Design multicycle_control, sky130hd; sources not shown.
Figure 1. Power grid (run 1).
The bar under the picture is 10 µm long. Pins as bars on the die edge. Tap cells in gray.
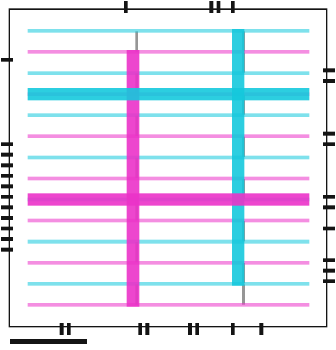
Key: VDD = cyan; VSS = magenta
34 signal pins sit on the boundary. 2 straps on met5. 2 straps on met4.
CORE AREA: 0.00128 mm²
die width: 40.8 µm
Die Y: 40.8 µm

Figure 2. Placement by cell class (run 1).
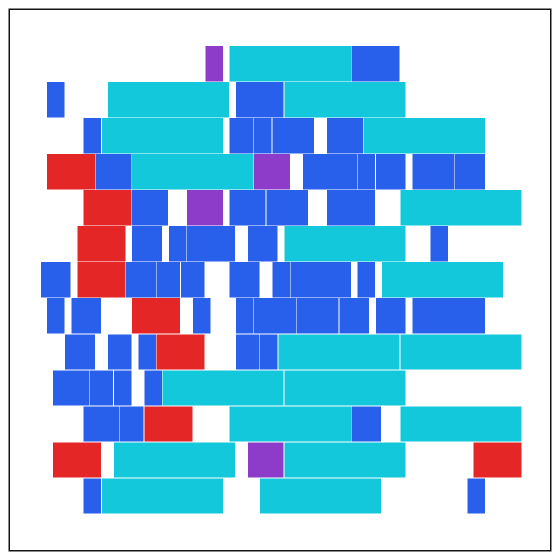
Key: flops = cyan [cells 19]; combinational and other logic = blue [cells 54]; other buffers and delay cells = red [cells 9]; clock drivers and dummy loads = purple [cells 4]
Rows: 13
fraction of area in registers: 49.9%
fin util: 74.1%

Figure 3. Clock wires, drivers and flops (run 1).
The bar under the picture is 10 µm long.
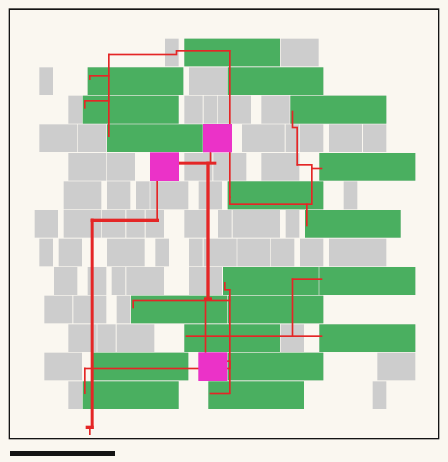
Key: clock wires = red [length 180 µm]; flip-flops = green [count 19]; clock drivers = magenta [count 3]
There are 4 routed clock nets.
Power Clock: 104 µW
Clk pwr share: 17.6%
clk ins delay skew pair: 0.29 ns

==> results.toml, run 1 <==
# synthesis and place-and-route metrics
[finish]
stdcell_area_um2 = 952
stdcell_count = 101
diodes = 0
fillers = 95
layout_top_cell = "dfrtp_1"
buffers = 9
final_nets = 100
drive_gt1_share_pct = 8.14
clkCellAreaFrac_pct = 2.76

[job]
cap_violations = 0

[power_and_ir_drop]
p_comb_share_pct = 28.4
power_leakage_nw = 0.431
p_seq_share_pct = 54.0
worst_ir_drop_vdd_mv = 0.347
switching_share_pct = 33.5
switchingPower_uw = 199
p_int_uw = 395
p_seq_uw = 321

[yosys]
aoi_share_pct = 11.2
simple_gate_share_pct = 23.2
syn_inst = 77
syn_avg_cell_area_um2 = 11.1
synthArstFlopShare_pct = 100
synth_seq_share_pct = 55.8
synth-xor-area-share_pct = 1.03
netlist_logic_family_top = "simple AND/OR/NAND/NOR gates"
synth_flop_count = 19

[critical_path]
crit_type = "reg -> reg"
cp_slowest_cell = "nor4bb_1"
critPathMaxFanout = 9
r2r_slack_ns = 1.21
cp.arrival_ns = 2.31
cp_num_cells = 4
startpoint_type = "flop"
max_stage_delay_ns = 0.86

[placed_design]
placement.cell_area_um2 = 836
port-buffer-count = 0
dpl.cell_count = 88

[drt]
top_layer = "met4"
antenna_left = 0
wl_met2_um = 770
m1WireLength_um = 668
via_count = 628
drt-vias-per-instance = 6.22

[final_timing]
maxSlewViolCount = 0
fin_crit_sh_pct = 65.5
whs_ns = 0.118
setup_slack_ns = 1.21
rsz0062_at_grt = "false"
worst_slew_pin_slew_ns = 0.936
max_slew_margin_pct = 36.8

[global_route]
grt_pass1_wl_um = 2600
grt.total_usage_pct = 24.5
gr-total-overflow = 0
met3_usage_pct = 4.35
antenna_found_initial = 0
use_met2_pct = 33.7
grt_max_degree = 20

[cts]
holdBufCountCts = 8
clk_pin_slew_ns = 0.10
post-cts-setup-buffer-count = 0
cts_max_path_buffers = 2

[hold_path]
hold_path.class = "in -> reg"

[run_status]
run_status = "finished, final reports clean"

[floorplanning]
n_tap_cell = 15
Figure 4. Wiring by layer (run 1).
The bar under the picture is 10 µm long. Only two layers are drawn.
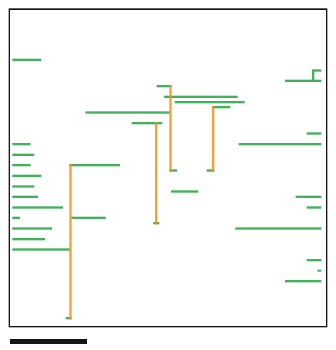

## Run 2: what changed since run 1
--- a/config.mk
+++ b/config.mk
@@ -6,12 +6,12 @@
 export NUM_CORES = 1
 export LEC_CHECK = 0
 export CORE_MARGIN = 2
-export CORE_UTILIZATION = 63
+export CORE_UTILIZATION = 59
 export CTS_CLUSTER_DIAMETER = 200
 export DETAILED_ROUTE_END_ITERATION = 8
 export DONT_BUFFER_PORTS = 1
 export HOLD_SLACK_MARGIN = 0.1
-export PLACE_DENSITY = 0.85
+export PLACE_DENSITY = 0.81
 export SYNTH_ARGS = -nofsm -noshare
 export SYNTH_HDL_FRONTEND = slang
 export SYNTH_SLANG_ARGS = --single-unit
==> constraint.sdc (replaced) <==
create_clock -name clk -period 2.3 [get_ports clk]
set_clock_uncertainty 0.15 [all_clocks]
set_input_delay 0.23 -clock clk [delete_from_list [all_inputs] [get_ports clk]]
set_output_delay 0.23 -clock clk [all_outputs]
set_load 0.005 [all_outputs]
Figure 5. Wiring by layer (run 2).
The bar under the picture is 10 µm long. Only two layers are drawn.
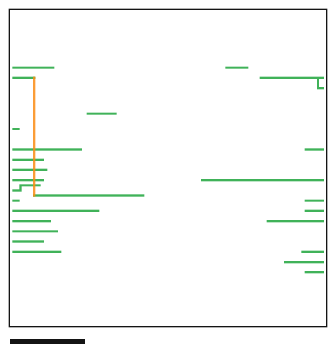
Key: metal 4 = orange [wire length 15.6 µm]; metal 3 = green [wire length 138 µm]
DRT Wirelength: 1540 µm
wire length per cell: 15.1 µm
vias post-DR: 621

==> results.toml, run 2 <==
# synthesis and place-and-route metrics
[global_route]
grt.total_usage_pct = 19.3
gr-total-overflow = 0
met3_usage_pct = 6.47
grt_max_degree = 20
antenna_found_initial = 0
use_met2_pct = 30.6

[final_timing]
maxSlewViolCount = 0
whs_ns = 0.112
rsz0062_at_grt = "false"
setup_slack_ns = 0.332
worst_slew_pin_slew_ns = 0.674
fin_crit_sh_pct = 85.6
max_slew_margin_pct = 55.0

[placed_design]
dpl.cell_count = 89
placement.cell_area_um2 = 843
port-buffer-count = 0

[yosys]
synth_top_area_share_pct = 55.8
simple_gate_share_pct = 23.2
synth.distinct_cells = 33
synth_seq_share_pct = 55.8
synthArstFlopShare_pct = 100
syn_avg_cell_area_um2 = 11.1
aoi_share_pct = 11.2
netlist_logic_family_top = "simple AND/OR/NAND/NOR gates"
syn_inst = 77
synth-xor-area-share_pct = 1.03
synth_flop_count = 19

[power_and_ir_drop]
pg_clk_uw = 166
power_leakage_nw = 0.433
switchingPower_uw = 303
switching_share_pct = 33.5
p_seq_uw = 488
p_clk_share_pct = 18.4
p_seq_share_pct = 53.9
p_comb_share_pct = 27.7
maxPowerGroup = "sequential cells"
p_int_uw = 601

[critical_path]
crit_type = "reg -> reg"
worst-r2r-cell-count = 5
cp.arrival_ns = 2.05
cp_slowest_cell = "dlygate4sd3_1"
startpoint_type = "flop"
critPathMaxFanout = 8
max_stage_delay_ns = 0.56
cp_num_cells = 5
r2r_slack_ns = 0.33

[finish]
diodes = 0
buffers = 10
stdcell_count = 102
drive_gt1_share_pct = 10.3
fillers = 94
largest_class = "registers"
seqCellArea_um2 = 475
layout_top_cell = "dfrtp_1"
stdcell_area_um2 = 963
clkCellAreaFrac_pct = 3.12
sh_seq_area_pct = 49.4
post-route-util_pct = 73.1
final_nets = 101

[cts]
holdBufCountCts = 9
cts_max_path_buffers = 2
clk_latency_ns = 0.29
clk_pin_slew_ns = 0.11
post-cts-setup-buffer-count = 0

[drt]
antenna_left = 0
drt-vias-per-instance = 6.09
top_layer = "met4"
wl_met2_um = 708
m1WireLength_um = 676

[hold_path]
hold_path.class = "in -> reg"
hold_path_depth = 4

[floorplanning]
n_tap_cell = 15
io_pins = 34
num_rows = 13

[run_status]
run_status = "finished, final reports clean"

[job]
cap_violations = 0
Figure 6. Power grid (run 2).
The bar under the picture is 10 µm long. Pins as bars on the die edge. Tap cells in gray.
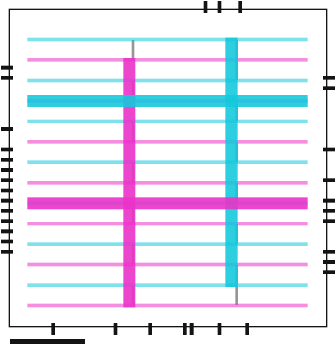
Key: VSS = magenta; VDD = cyan
14 met1 rails follow the rows. 34 signal pins sit on the boundary. The core has 13 rows. 2 straps on met5.
Die Y: 42 µm
die width: 42 µm
CORE AREA: 0.00132 mm²
Worst IR Drop VDD: 0.481 mV

Power figures rest on the tool's default switching activity, not on a simulated workload.
